==> src/rtl/mac_accumulator.sv <==
// mac_accumulator
// ---------------
// Multiply-accumulate back end for the 4x4 combinational multiplier. Each
// accepted product beat is added into a running sum. A frame closes on
// in_last or when the beat count reaches MAX_BEATS. The completed sum, the
// beat count and the status flags are then held under a valid/ready
// handshake until the consumer takes them.
//
// Ports:
//   clk        in   single clock, rising edge
//   rst        in   synchronous active-high reset
//   prod       in   PROD_W product beat
//   in_valid   in   prod/in_last valid this cycle
//   in_last    in   beat closes the frame
//   in_ready   out  block accepts a beat this cycle (ACCUM state, not in reset)
//   out_valid  out  result registers hold a completed frame
//   out_ready  in   consumer takes the result
//   out_sum    out  frame sum modulo 2^ACC_W
//   out_count  out  beats in the frame
//   out_ovf    out  a carry out of ACC_W occurred somewhere in the frame
//   out_trunc  out  frame closed by MAX_BEATS rather than in_last
module mac_accumulator #(
  parameter int PROD_W    = 8,
  parameter int ACC_W     = 12,
  parameter int MAX_BEATS = 16,
  parameter int CNT_W     = 5
) (
  input  logic              clk,
  input  logic              rst,
  input  logic [PROD_W-1:0] prod,
  input  logic              in_valid,
  input  logic              in_last,
  output logic              in_ready,
  output logic              out_valid,
  input  logic              out_ready,
  output logic [ACC_W-1:0]  out_sum,
  output logic [CNT_W-1:0]  out_count,
  output logic              out_ovf,
  output logic              out_trunc
);

  typedef enum logic {
    ACCUM = 1'b0,
    DONE  = 1'b1
  } state_t;

  // Count value of the beat that forces a frame to close.
  localparam logic [CNT_W-1:0] LAST_IDX = CNT_W'(MAX_BEATS - 1);

  state_t             state_q, state_d;
  logic [ACC_W-1:0]   acc_q, acc_d;
  logic [CNT_W-1:0]   count_q, count_d;
  logic               ovf_q, ovf_d;

  logic               out_valid_q, out_valid_d;
  logic [ACC_W-1:0]   out_sum_q, out_sum_d;
  logic [CNT_W-1:0]   out_count_q, out_count_d;
  logic               out_ovf_q, out_ovf_d;
  logic               out_trunc_q, out_trunc_d;

  logic               accept;
  logic [ACC_W:0]     sum;
  logic [CNT_W-1:0]   count_inc;
  logic               ovf_next;
  logic               frame_end;

  // Ready depends only on state and reset so an upstream stage can never
  // form a combinational loop through in_valid.
  assign in_ready  = !rst && (state_q == ACCUM);
  assign accept    = in_valid && in_ready;

  // One extra bit catches the carry out of the accumulator.
  assign sum       = {1'b0, acc_q} + {{(ACC_W + 1 - PROD_W){1'b0}}, prod};
  assign ovf_next  = sum[ACC_W] | ovf_q;
  assign count_inc = count_q + CNT_W'(1);
  assign frame_end = in_last || (count_q == LAST_IDX);

  always_comb begin
    state_d     = state_q;
    acc_d       = acc_q;
    count_d     = count_q;
    ovf_d       = ovf_q;
    out_valid_d = out_valid_q;
    out_sum_d   = out_sum_q;
    out_count_d = out_count_q;
    out_ovf_d   = out_ovf_q;
    out_trunc_d = out_trunc_q;

    case (state_q)
      ACCUM: begin
        if (accept) begin
          if (frame_end) begin
            out_sum_d   = sum[ACC_W-1:0];
            out_count_d = count_inc;
            out_ovf_d   = ovf_next;
            out_trunc_d = !in_last;
            out_valid_d = 1'b1;
            acc_d       = '0;
            count_d     = '0;
            ovf_d       = 1'b0;
            state_d     = DONE;
          end else begin
            acc_d   = sum[ACC_W-1:0];
            count_d = count_inc;
            ovf_d   = ovf_next;
          end
        end
      end
      DONE: begin
        // Data registers keep their values after the handshake; only the
        // valid flag drops.
        if (out_valid_q && out_ready) begin
          out_valid_d = 1'b0;
          state_d     = ACCUM;
        end
      end
      default: state_d = ACCUM;
    endcase
  end

  always_ff @(posedge clk) begin
    if (rst) begin
      state_q     <= ACCUM;
      acc_q       <= '0;
      count_q     <= '0;
      ovf_q       <= 1'b0;
      out_valid_q <= 1'b0;
      out_sum_q   <= '0;
      out_count_q <= '0;
      out_ovf_q   <= 1'b0;
      out_trunc_q <= 1'b0;
    end else begin
      state_q     <= state_d;
      acc_q       <= acc_d;
      count_q     <= count_d;
      ovf_q       <= ovf_d;
      out_valid_q <= out_valid_d;
      out_sum_q   <= out_sum_d;
      out_count_q <= out_count_d;
      out_ovf_q   <= out_ovf_d;
      out_trunc_q <= out_trunc_d;
    end
  end

  assign out_valid = out_valid_q;
  assign out_sum   = out_sum_q;
  assign out_count = out_count_q;
  assign out_ovf   = out_ovf_q;
  assign out_trunc = out_trunc_q;

endmodule
==> config.mk <==
export PLATFORM = sky130hd
export DESIGN_NAME = mac_accumulator
export DESIGN_NICKNAME = d
export VERILOG_FILES = /design/src/rtl/mac_accumulator.sv
export SDC_FILE = /design/constraint.sdc
export NUM_CORES = 1
export LEC_CHECK = 0
export CAP_MARGIN = 10
export CORE_MARGIN = 8
export CORE_UTILIZATION = 52
export DETAILED_ROUTE_END_ITERATION = 16
export GPL_TIMING_DRIVEN = 0
export PLACE_DENSITY = 0.85
export SYNTH_ARGS = -nofsm -noshare
export SYNTH_HDL_FRONTEND = slang
export SYNTH_SLANG_ARGS = --single-unit
==> constraint.sdc <==
create_clock -name clk -period 2.4 [get_ports clk]
set_input_delay 0.36 -clock clk [delete_from_list [all_inputs] [get_ports clk]]
set_output_delay 0.36 -clock clk [all_outputs]
set_load 0.02 [all_outputs]
Run 1, placed standard cells:
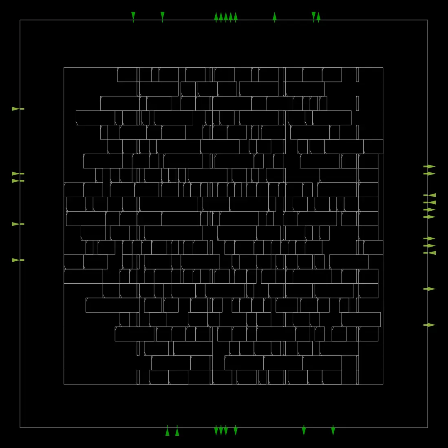
Final Core Density: 0.683
flop count: 39
Finished Layout Cells: 303

Run 1, register map, names as in the netlist:
The bar under the picture is 20 um long.
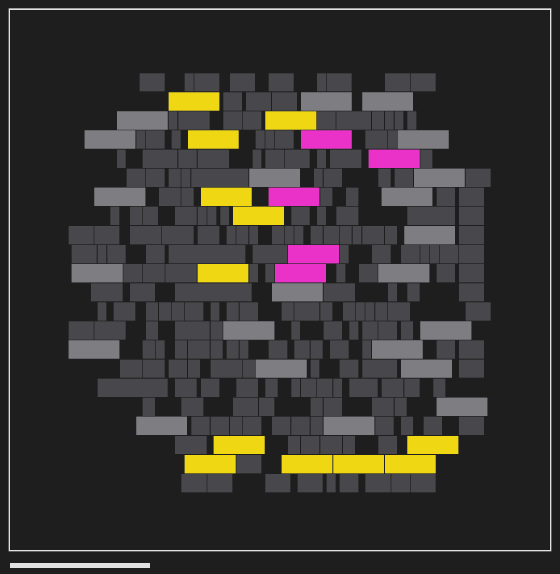
count_q -> magenta  # flops 5
out_sum -> yellow  # flops 12
fraction of area in registers: 0.317
Storage cell area: 781 um2
Seq group: 0.685 mW

Run 1, cell sizes after repair:
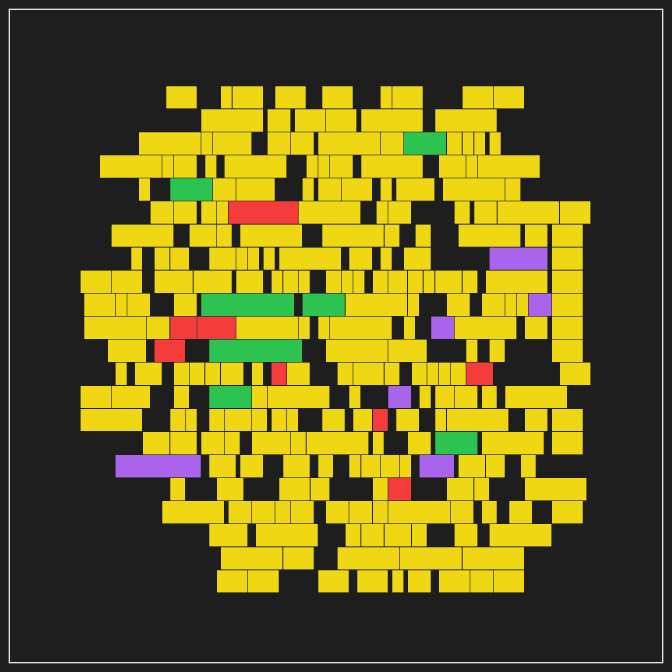
drive 1 or less -> yellow  # cells 234, share 92%
drive 2 -> red  # cells 8, share 3.1%
drive 6 and up -> green  # cells 7, share 2.7%
drive 3 to 4 -> purple  # cells 6, share 2.4%
Finished Cell Area: 2460 um2
Non-clk bufs: 43
Area Overhead vs Synth: 27.5%
Final WS setup: 0.101 ns

==> impl_metrics.yaml, run 1 <==
# implementation run metrics
outcome:
  status: "completed"
clock_network:
  cts_root_buf: "clkbuf_8"
  cts_made_buffers: 5
global_route:
  grt_pass1_vias: 1715
  top_usage_layer: "met2"
logic_synthesis:
  syn_area_um2: 1930
  synth_top_cell_by_area: "dfxtp_1"
  yosysChipArea_um2: 1930
  ys_cells: 214
  top_cell_area_share: 0.404
  synthAoiAreaFrac: 0.214
  ys_seq_frac: 0.404
routing:
  top_layer: "met4"
  vias: 1738
  dr.pass1.iters: 4
  drc: 0
  routed_wl_um: 4660
  ant_nets: 0
setup_path:
  critPathCapture: "acc_q[11]$_SDFFE_PP0P_"
  critPathSlowestCell: "a2111oi_4"
  reg2reg_slack_ns: 0.19
  timing.rr.start: "count_q[0]$_SDFFE_PP0P_"
  worst_setup_path_start_kind: "input pin"
power:
  total_power_mw: 1.57
  powerComb_mw: 0.232
  pwr-share-seq: 0.436
  maxPowerGroup: "registers"
layout:
  layout_top_cell: "dfxtp_1"
  clock_area_frac: 0.0539
  antenna_cells: 0
placement:
  port_buffers: 33
  placed_area_um2: 2320
floorplan:
  dieArea_um2: 5920
  die_w_um: 77.0
  rows: 22
sta:
  maxSlewViolCount: 0
  holdWs_ns: 0.473
==> run 2: changes to the inputs <==
==> constraint.sdc (replaced) <==
create_clock -name clk -period 2.4 [get_ports clk]
set_input_delay 0.48 -clock clk [delete_from_list [all_inputs] [get_ports clk]]
set_output_delay 0.48 -clock clk [all_outputs]
set_load 0.02 [all_outputs]
Run 2, wiring heat map:
The die is cut into 15 by 15 equal tiles; dark blue is low, red is high, scaled to the fullest tile. Values are wire area over tile area, all layers added.
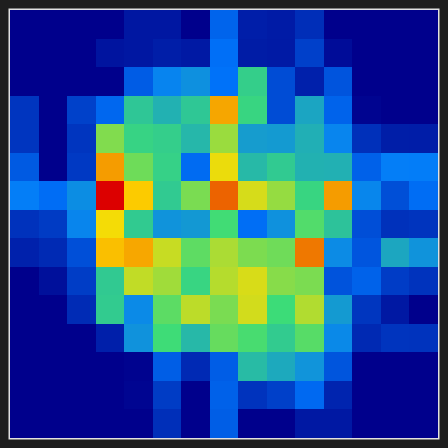
tiles over half the peak = 18%
fullest tile = 0.53
mean over tiles = 0.13
densest ninth of the die = centre
nearly empty tiles = 28%
emptiest ninth of the die = south-west

Run 2, register map, names as in the netlist:
The bar under the picture is 20 um long.
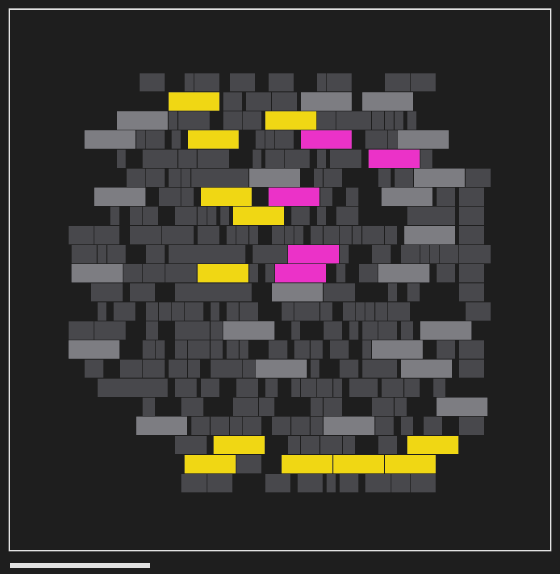
count_q -> magenta  # flops 5
out_sum -> yellow  # flops 12
not coloured = 22

==> run 2 against run 1 <==
Net effect:
- critical path type unchanged
- sequential share of layout area is 0.13 points lower
- flip-flop count did not move
- largest cell class unchanged
- die area did not move
- clock skew about the same
- clock power about the same
- synthesized cell count stayed put
- setup slack gained 0.0053 ns
- non-clock buffer count grew 1
- area after synthesis did not move
==> impl_metrics.yaml, run 2 <==
# implementation run metrics
outcome:
  status: "completed"
layout:
  final_core_util: 0.686
  clock_area_frac: 0.0536
  buffers: 44
  regArea_um2: 781
  layout_top_cell: "dfxtp_1"
setup_path:
  reg2reg_slack_ns: 0.20
  critPathCapture: "ovf_q$_SDFFE_PP0P_"
  timing.rr.start: "count_q[0]$_SDFFE_PP0P_"
global_route:
  top_usage_layer: "met2"
logic_synthesis:
  synth_top_cell_by_area: "dfxtp_1"
  syn_area_um2: 1930
  ys_cells: 214
  ys_seq_frac: 0.404
floorplan:
  rows: 22
  die_w_um: 77.0
power:
  maxPowerGroup: "registers"
routing:
  vias: 1756
  routed_wl_um: 4670
  ant_nets: 0
  top_layer: "met4"
placement:
  placed_area_um2: 2320
  port_buffers: 33
sta:
  layout_setup_ws_ns: 0.107
  maxSlewViolCount: 0
No activity file was given, so power comes from the tool's default toggle rates.
